File: config.mk
export PLATFORM = sky130hd
export DESIGN_NAME = bsg_cache_wh_mem_endpoint
export DESIGN_NICKNAME = d
export VERILOG_FILES = /design/src/rtl/bsg_cache_wh_mem_endpoint.sv
export SDC_FILE = /design/constraint.sdc
export NUM_CORES = 1
export LEC_CHECK = 0
export CORE_AREA = 2 2 121 123
export DETAILED_ROUTE_END_ITERATION = 12
export DIE_AREA = 0 0 123 125
export GPL_TIMING_DRIVEN = 0
export HOLD_SLACK_MARGIN = 0.06
export PLACE_DENSITY = 0.74
export RECOVER_POWER = 50
export SLEW_MARGIN = 20
export SYNTH_ARGS = -nofsm -noshare
export SYNTH_HDL_FRONTEND = slang
export SYNTH_SLANG_ARGS = --single-unit
export TNS_END_PERCENT = 10
File: constraint.sdc
create_clock -name clk_i -period 2.7 [get_ports clk_i]
set_input_delay 0.405 -clock clk_i [delete_from_list [all_inputs] [get_ports clk_i]]
set_output_delay 0.405 -clock clk_i [all_outputs]
set_load 0.05 [all_outputs]
File: src/rtl/bsg_cache_wh_mem_endpoint.sv
// Memory-side wormhole endpoint for vcache DMA packets: turns incoming packets into memory beats and returns read data.
// Optional BSG_CACHE_WH_MEM_ENDPOINT_CHECK_EN adds a sticky err_o for bad opcodes and header len mismatches.
module bsg_cache_wh_mem_endpoint
  #(parameter int addr_width_p    = 32
  , parameter int burst_len_p     = 4
  , parameter int mask_width_p    = 8
  , parameter int wh_flit_width_p = 64
  , parameter int wh_cid_width_p  = 4
  , parameter int wh_len_width_p  = 4
  , parameter int wh_cord_width_p = 8
  , localparam int words_per_beat_lp = mask_width_p/burst_len_p
  , localparam int link_width_lp     = wh_flit_width_p+2
  )
  (input  logic                         clk_i
  , input  logic                        reset_n_i
  , input  logic [link_width_lp-1:0]    wh_link_sif_i
  , output logic [link_width_lp-1:0]    wh_link_sif_o
  , input  logic [wh_cord_width_p-1:0]  my_wh_cord_i
  , input  logic [wh_cid_width_p-1:0]   my_wh_cid_i
  , output logic                        mem_v_o
  , output logic                        mem_w_o
  , output logic [addr_width_p-1:0]     mem_addr_o
  , output logic [wh_flit_width_p-1:0]  mem_data_o
  , output logic [words_per_beat_lp-1:0] mem_wmask_o
  , input  logic                        mem_ready_and_i
  , input  logic [wh_flit_width_p-1:0]  mem_data_i
  , input  logic                        mem_data_v_i
  , output logic                        mem_data_yumi_o
`ifdef BSG_CACHE_WH_MEM_ENDPOINT_CHECK_EN
  , output logic                        err_o
`endif
  );

  // state     | meaning
  // RECV_HDR  | waiting for header flit
  // RECV_ADDR | waiting for address flit
  // RECV_MASK | waiting for mask flit (masked write)
  // WRITE     | forwarding data flits to memory
  // RESP_HDR  | sending read response header
  // READ      | issuing read beats and returning data
  localparam logic [2:0] RECV_HDR  = 3'd0;
  localparam logic [2:0] RECV_ADDR = 3'd1;
  localparam logic [2:0] RECV_MASK = 3'd2;
  localparam logic [2:0] WRITE     = 3'd3;
  localparam logic [2:0] RESP_HDR  = 3'd4;
  localparam logic [2:0] READ      = 3'd5;

  localparam int len_lsb_lp      = wh_cord_width_p;
  localparam int cid_lsb_lp      = len_lsb_lp + wh_len_width_p;
  localparam int src_cord_lsb_lp = cid_lsb_lp + wh_cid_width_p;
  localparam int src_cid_lsb_lp  = src_cord_lsb_lp + wh_cord_width_p;
  localparam int op_lsb_lp       = src_cid_lsb_lp + wh_cid_width_p;
  localparam int cnt_width_lp    = $clog2(burst_len_p+1);
  localparam logic [addr_width_p-1:0] bytes_per_flit_lp = addr_width_p'(wh_flit_width_p/8);
  localparam logic [cnt_width_lp-1:0] last_beat_lp      = cnt_width_lp'(burst_len_p-1);
  localparam logic [cnt_width_lp-1:0] burst_cnt_lp      = cnt_width_lp'(burst_len_p);

  logic                       in_v, in_ready, out_v, out_ready;
  logic [wh_flit_width_p-1:0] in_data, out_data, resp_hdr;

  assign in_v      = wh_link_sif_i[link_width_lp-1];
  assign in_data   = wh_link_sif_i[link_width_lp-2:1];
  assign out_ready = wh_link_sif_i[0];
  assign wh_link_sif_o = {out_v, out_data, in_ready};

  logic [2:0]                 state_r;
  logic [wh_cord_width_p-1:0] src_cord_r;
  logic [wh_cid_width_p-1:0]  src_cid_r;
  logic [1:0]                 opcode_r;
  logic [addr_width_p-1:0]    addr_r;
  logic [mask_width_p-1:0]    mask_r, mask_shift;
  logic [cnt_width_lp-1:0]    req_beat_r, rsp_beat_r;

  logic [1:0]                hdr_op;
  logic [wh_len_width_p-1:0] hdr_len;
  logic                      in_hs;

  assign hdr_op  = in_data[op_lsb_lp +: 2];
  assign hdr_len = in_data[len_lsb_lp +: wh_len_width_p];
  assign in_hs   = in_v & in_ready;

  assign mem_addr_o = addr_r + addr_width_p'(req_beat_r) * bytes_per_flit_lp;
  assign mem_data_o = in_data;
  assign mask_shift = mask_r >> (req_beat_r * words_per_beat_lp);

  always_comb begin
    resp_hdr = '0;
    resp_hdr[0 +: wh_cord_width_p]               = src_cord_r;
    resp_hdr[len_lsb_lp +: wh_len_width_p]       = wh_len_width_p'(burst_len_p);
    resp_hdr[cid_lsb_lp +: wh_cid_width_p]       = src_cid_r;
    resp_hdr[src_cord_lsb_lp +: wh_cord_width_p] = my_wh_cord_i;
    resp_hdr[src_cid_lsb_lp +: wh_cid_width_p]   = my_wh_cid_i;
  end

  always_comb begin
    in_ready        = 1'b0;
    out_v           = 1'b0;
    out_data        = '0;
    mem_v_o         = 1'b0;
    mem_w_o         = 1'b0;
    mem_wmask_o     = '0;
    mem_data_yumi_o = 1'b0;
    case (state_r)
      RECV_HDR, RECV_ADDR, RECV_MASK: in_ready = 1'b1;
      WRITE: begin
        in_ready    = mem_ready_and_i;
        mem_v_o     = in_v;
        mem_w_o     = 1'b1;
        mem_wmask_o = mask_shift[words_per_beat_lp-1:0];
      end
      RESP_HDR: begin
        out_v    = 1'b1;
        out_data = resp_hdr;
      end
      READ: begin
        mem_v_o         = (req_beat_r < burst_cnt_lp);
        out_v           = mem_data_v_i;
        out_data        = mem_data_i;
        mem_data_yumi_o = mem_data_v_i & out_ready;
      end
      default: ;
    endcase
  end

`ifdef BSG_CACHE_WH_MEM_ENDPOINT_CHECK_EN
  logic                      err_r;
  logic [wh_len_width_p-1:0] exp_len;
  assign err_o = err_r;
  always_comb begin
    case (hdr_op)
      2'd0:    exp_len = wh_len_width_p'(1);
      2'd1:    exp_len = wh_len_width_p'(burst_len_p+1);
      2'd2:    exp_len = wh_len_width_p'(burst_len_p+2);
      default: exp_len = '0;
    endcase
  end
`endif

  always_ff @(posedge clk_i or negedge reset_n_i) begin
    if (!reset_n_i) begin
      state_r    <= RECV_HDR;
      src_cord_r <= '0;
      src_cid_r  <= '0;
      opcode_r   <= '0;
      addr_r     <= '0;
      mask_r     <= '0;
      req_beat_r <= '0;
      rsp_beat_r <= '0;
`ifdef BSG_CACHE_WH_MEM_ENDPOINT_CHECK_EN
      err_r      <= 1'b0;
`endif
    end else begin
      case (state_r)
        RECV_HDR: if (in_hs) begin
          src_cord_r <= in_data[src_cord_lsb_lp +: wh_cord_width_p];
          src_cid_r  <= in_data[src_cid_lsb_lp +: wh_cid_width_p];
          opcode_r   <= hdr_op;
          // opcode 3 is dropped here: only the header is consumed
          if (hdr_op != 2'd3) state_r <= RECV_ADDR;
`ifdef BSG_CACHE_WH_MEM_ENDPOINT_CHECK_EN
          if (hdr_op == 2'd3 || hdr_len != exp_len) begin
            err_r <= 1'b1;
            $error("bsg_cache_wh_mem_endpoint: bad header op=%0d len=%0d", hdr_op, hdr_len);
          end
`endif
        end
        RECV_ADDR: if (in_hs) begin
          addr_r <= in_data[addr_width_p-1:0];
          mask_r <= '1;
          case (opcode_r)
            2'd1:    state_r <= WRITE;
            2'd2:    state_r <= RECV_MASK;
            default: state_r <= RESP_HDR;
          endcase
        end
        RECV_MASK: if (in_hs) begin
          mask_r  <= in_data[mask_width_p-1:0];
          state_r <= WRITE;
        end
        WRITE: if (in_hs) begin
          if (req_beat_r == last_beat_lp) begin
            req_beat_r <= '0;
            state_r    <= RECV_HDR;
          end else begin
            req_beat_r <= req_beat_r + 1'b1;
          end
        end
        RESP_HDR: if (out_ready) state_r <= READ;
        READ: begin
          if (mem_v_o && mem_ready_and_i) req_beat_r <= req_beat_r + 1'b1;
          if (mem_data_yumi_o) begin
            if (rsp_beat_r == last_beat_lp) begin
              req_beat_r <= '0;
              rsp_beat_r <= '0;
              state_r    <= RECV_HDR;
            end else begin
              rsp_beat_r <= rsp_beat_r + 1'b1;
            end
          end
        end
        default: state_r <= RECV_HDR;
      endcase
    end
  end

endmodule

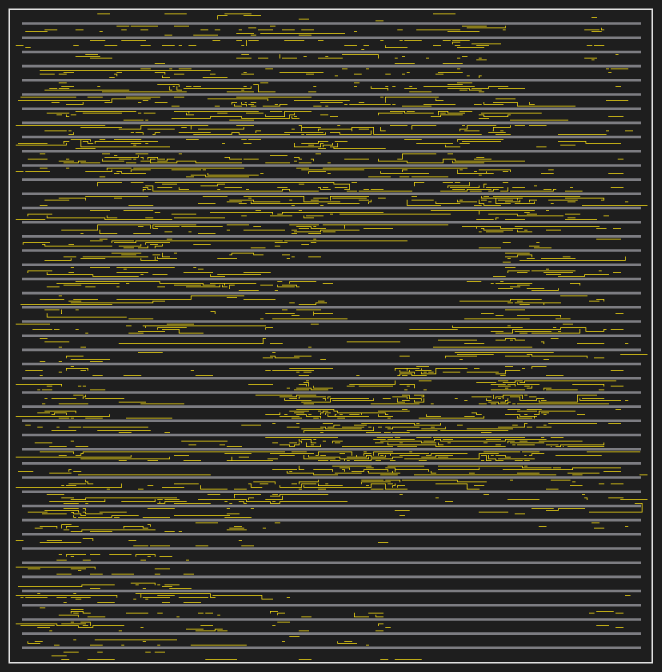
**Above:** run 1 (the metal 1 layer).
Supply wires on this layer in grey.
main direction: horizontal
share of all routed wire: 36%
wire length on this layer: 5570 um
nets with wire on the layer: 745
DR vias: 4428
routing usage on met1: 21.5%
final WL: 15700 um

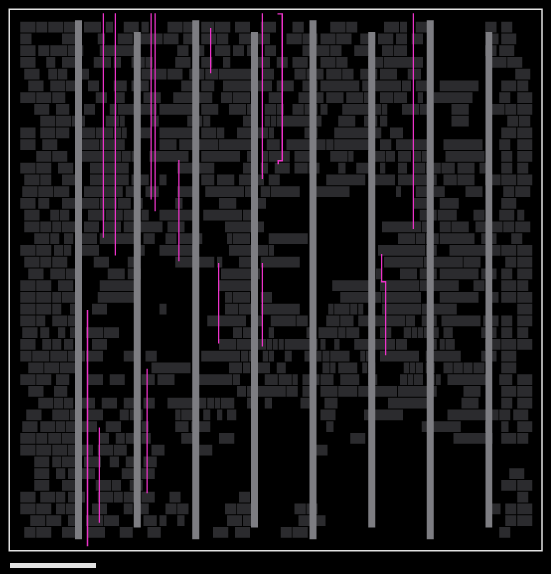
**Above:** run 1 (signal wires on met4).
Bar = 20 um. Supply wires on this layer in grey. Cells faint in the background.
longest straight run: 55.8 um
wire length on this layer: 520 um

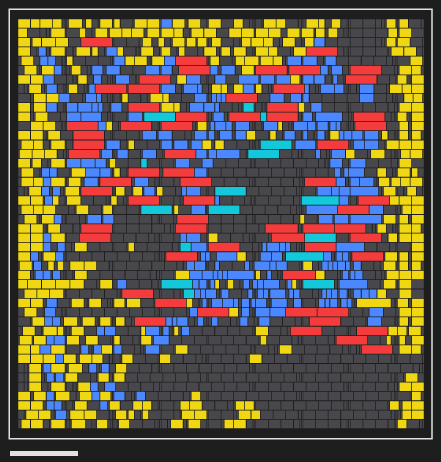
**Above:** run 1 (cell classes on the final placement).
Bar = 20 um. Fill, decap, tap and diode cells in grey.
[blue] combinational and other logic | cells: 284 | share of their area: 30%
[cyan] clock drivers and dummy loads | cells: 16 | share of their area: 4.3%
[yellow] other buffers and delay cells | cells: 380 | share of their area: 44%
[red] flops | cells: 63 | share of their area: 21%

==> flow_metrics.env <==
# flow metrics
export IMPL_fin_area_um2=7780
export IMPL_cts_htree_levels=3
export IMPL_drive_gt1_share_pct=35.1
export IMPL_finalSetupViolCount=0
export IMPL_fin_crit_sh_pct=99.3
export IMPL_warnings=29
export IMPL_clock_path_buffers=2
export IMPL_io_pins=313
export IMPL_arrival_ns=2.28
export IMPL_ant_nets=0
export IMPL_skew_ns=0.00701
export IMPL_drt_initial_drc_count=223
export IMPL_max_slew_margin_rel_pct=49.1
export IMPL_pwr_density_cell_nw_per_um2=995
export IMPL_ys_warn_count=0
export IMPL_synth_edff_count=0
export IMPL_die_x_um=123
export IMPL_setup_slack_ns=0.0190
export IMPL_cts_root_buf="clkbuf_16"
export IMPL_hpwlAfterDp_um=12900
export IMPL_top_cell="buf_4"
export IMPL_ys_top_cells_by_count="buf_4, dfrtp_1, mux2_2, and2_1, a22o_1"
export IMPL_cts_sinks=63
export IMPL_period_minus_slack_ns=2.68
export IMPL_yosysSeqAreaShare_pct=35.6
export IMPL_fin_nets=893
export IMPL_final_max_slew_viol_count=0
export IMPL_fill_cells=1255
export IMPL_synth_seq_cells=63
export IMPL_antennaDiodeCount=0
export IMPL_ff2ff_path_depth=5
export IMPL_path_max_fanout=4
export IMPL_first_global_vias=4357
export IMPL_hold_viol=0
export IMPL_setup_tns_ns=0
export IMPL_clk_pin_slew_ns=0.06
export IMPL_cp_cell_sequence="ha_4 > fa_2 > a21o_1 > nand4_4 > buf_4 > nor2_1 > xor2_1 > buf_4"
export IMPL_grt_pass1_wl_um=23500
export IMPL_worst_path_largest_cell_delay_ns=0.43
export IMPL_irDropWorstVdd_v=0.000377
export IMPL_drv_cap=0
export IMPL_viasPerCell=4.78
export IMPL_ys_cells=438
export IMPL_layoutNonFillerInstCount=927
export IMPL_fp_util_pct=31.2
export IMPL_antenna_found_initial=0
export IMPL_areaGrowthSynthToFinish_pct=75.5
export IMPL_core_um2=14200
export IMPL_worstPathRequired_ns=2.30
export IMPL_drc=0
export IMPL_place_area_um2=7490
export IMPL_syn_avg_cell_area_um2=10.1
export IMPL_utilization_pct=54.7
export IMPL_whs_ns=0.504
export IMPL_ys_chip_area_um2=4430
export IMPL_grt_max_degree=54
export IMPL_worstSetupPathType="reg -> out"
export IMPL_std_cell_rows=44
export IMPL_syn_inst=438
export IMPL_grt_ovfl_total=0
export IMPL_synth_cell_types=56
export IMPL_path_common_cell="buf_4"
export IMPL_dp_cells=903
export IMPL_hold_depth=1
export IMPL_post_synth_top_area_fraction_pct=35.6
export IMPL_portBuffers=280
export IMPL_syn_nets=593
export IMPL_numCtsBuffers=9
export IMPL_hold_class="reg -> reg"
export IMPL_grt_setup_unrepaired="true"
export IMPL_cp_start_kind="register"
export IMPL_wl_per_cell_um=16.9
export IMPL_max_freq_ghz=0.373
export IMPL_p_leak_nw=3.48
export IMPL_gp_congestion=0.893
export IMPL_synth_area_top_cells="dfrtp_1, buf_4, mux2_2"
export IMPL_grt_use_total_pct=20.0
export IMPL_p_total_mw=7.73
export IMPL_yosysTopAreaCell="dfrtp_1"
export IMPL_async_flop_share_pct=100
export IMPL_dp_slack_ns=-0.491
export IMPL_die_area_um2=15400
export IMPL_cts_tree="built"
export IMPL_drtPass1Iterations=4
export IMPL_ys_dominant_reg_cell="dfrtp_1"
export IMPL_worstMarginPinSlew_ns=0.764
export IMPL_clock_latency_ns=0.33
export IMPL_critical_path_slowest_cell="dfrtp_2"
export IMPL_status="completed"
export IMPL_synth_area_um2=4430
export IMPL_crit_path_end_kind="primary output"
export IMPL_fp_dieH_um=125
[run 1: critical path: cells and delay by family (launching register included)]
family	cells	cell delay, ns
adders and majority gates	2	0.54
xor gates and xnor gates	1	0.18
AOI/OAI and AO/OA	1	0.24
and+or+nand+nor	2	0.20
DFF	1	0.43
buffers and inverters	2	0.37
[run 1: what timing repair did]
| item | in CTS | in global routing |
|---|---|---|
| pin swaps | 4 | 10 |
| resized | 304 | 88 |
| endpoints found under the setup margin | 99 | 68 |
| buffers inserted | 3 | 4 |
| endpoints found under the hold margin | 10 | 0 |
| hold buffers | 1 | 0 |
[run 1: registers in the layout (all words and copies together) (netlist names)]
register    count
addr_r         32
mask_r          8
opcode_r        2
req_beat_r      3
rsp_beat_r      3
src_cid_r       4
src_cord_r      8
state_r         3
[run 1: metal layers]
metal	track usage, %	vias up	part of all wire, %
met5	0	-	0
met4	8.09	0	3.3
met3	3.65	31	6.7
met2	37.6	213	54
met1	21.5	2104	36
li1	-	2080	-
[run 1: layout by cell type, fill, tap and decap left out, types with 13 or more instances in the layout]
cell type and count:
clkdlybuf4s50_1 147, nor2_1 18, dlygate4sd3_1 35, and2_1 40
a21oi_1 13, xnor2_1 17, dfrtp_1 60, clkdlybuf4s15_2 29
nand2_1 21, dlygate4sd2_1 17, a22o_1 26, buf_2 28
buf_4 92, mux2_2 44
[run 1: report_power, final]
| group | leakage [nW] | switching (mW) | internal, mW |
|---|---|---|---|
| sequential | 0.739 | 0.437 | 1.41 |
| combinational | 2.59 | 2.87 | 1.76 |
| clock | 0.160 | 0.438 | 0.811 |
[run 1: path summary, 6_finish.rpt]
kind                                                start                  endpoint  slack (ns)
worst max-delay path            req_beat_r[0]$_DFFE_PN0P_            mem_addr_o[19]        0.02
worst min-delay path                addr_r[0]$_DFFE_PN0P_     addr_r[0]$_DFFE_PN0P_        0.50
worst max register to register     state_r[0]$_DFFE_PN0P_     addr_r[2]$_DFFE_PN0P_        0.58
worst min register to register      addr_r[0]$_DFFE_PN0P_     addr_r[0]$_DFFE_PN0P_        0.50
max in group asynchronous                       reset_n_i  src_cid_r[0]$_DFFE_PN0P_        1.30
min in group asynchronous                       reset_n_i     addr_r[1]$_DFFE_PN0P_        0.68
[run 1: cells by family (layout without fill, tap and decap cells)]
group | count (synthesis) | after routing | share of synthesized area [%]
DFF | 63 | 63 | 35.6
AOI/OAI and AO/OA | 69 | 69 | 11.3
buffers and inverters | 98 | 403 | 15.2
muxes | 49 | 49 | 13.0
xor gates and xnor gates | 26 | 26 | 5.14
adders and majority gates | 9 | 9 | 2.71
and+or+nand+nor | 124 | 124 | 17.1
[run 1: area by class of cell]
cell class	instances	area (um2)	share of cell area (%)
Timing Repair Buffer	289	2710	34.9
Buffer	91	642	8.25
Sequential cell	63	1580	20.3
Multi-Input combinational cell	277	2260	29.1
Clock buffer	9	225	2.90
Tap cell	184	230	2.96
Clock inverter	7	96.3	1.24
Inverter	7	26.3	0.338
Power figures rest on the tool's default switching activity, not on a simulated workload.
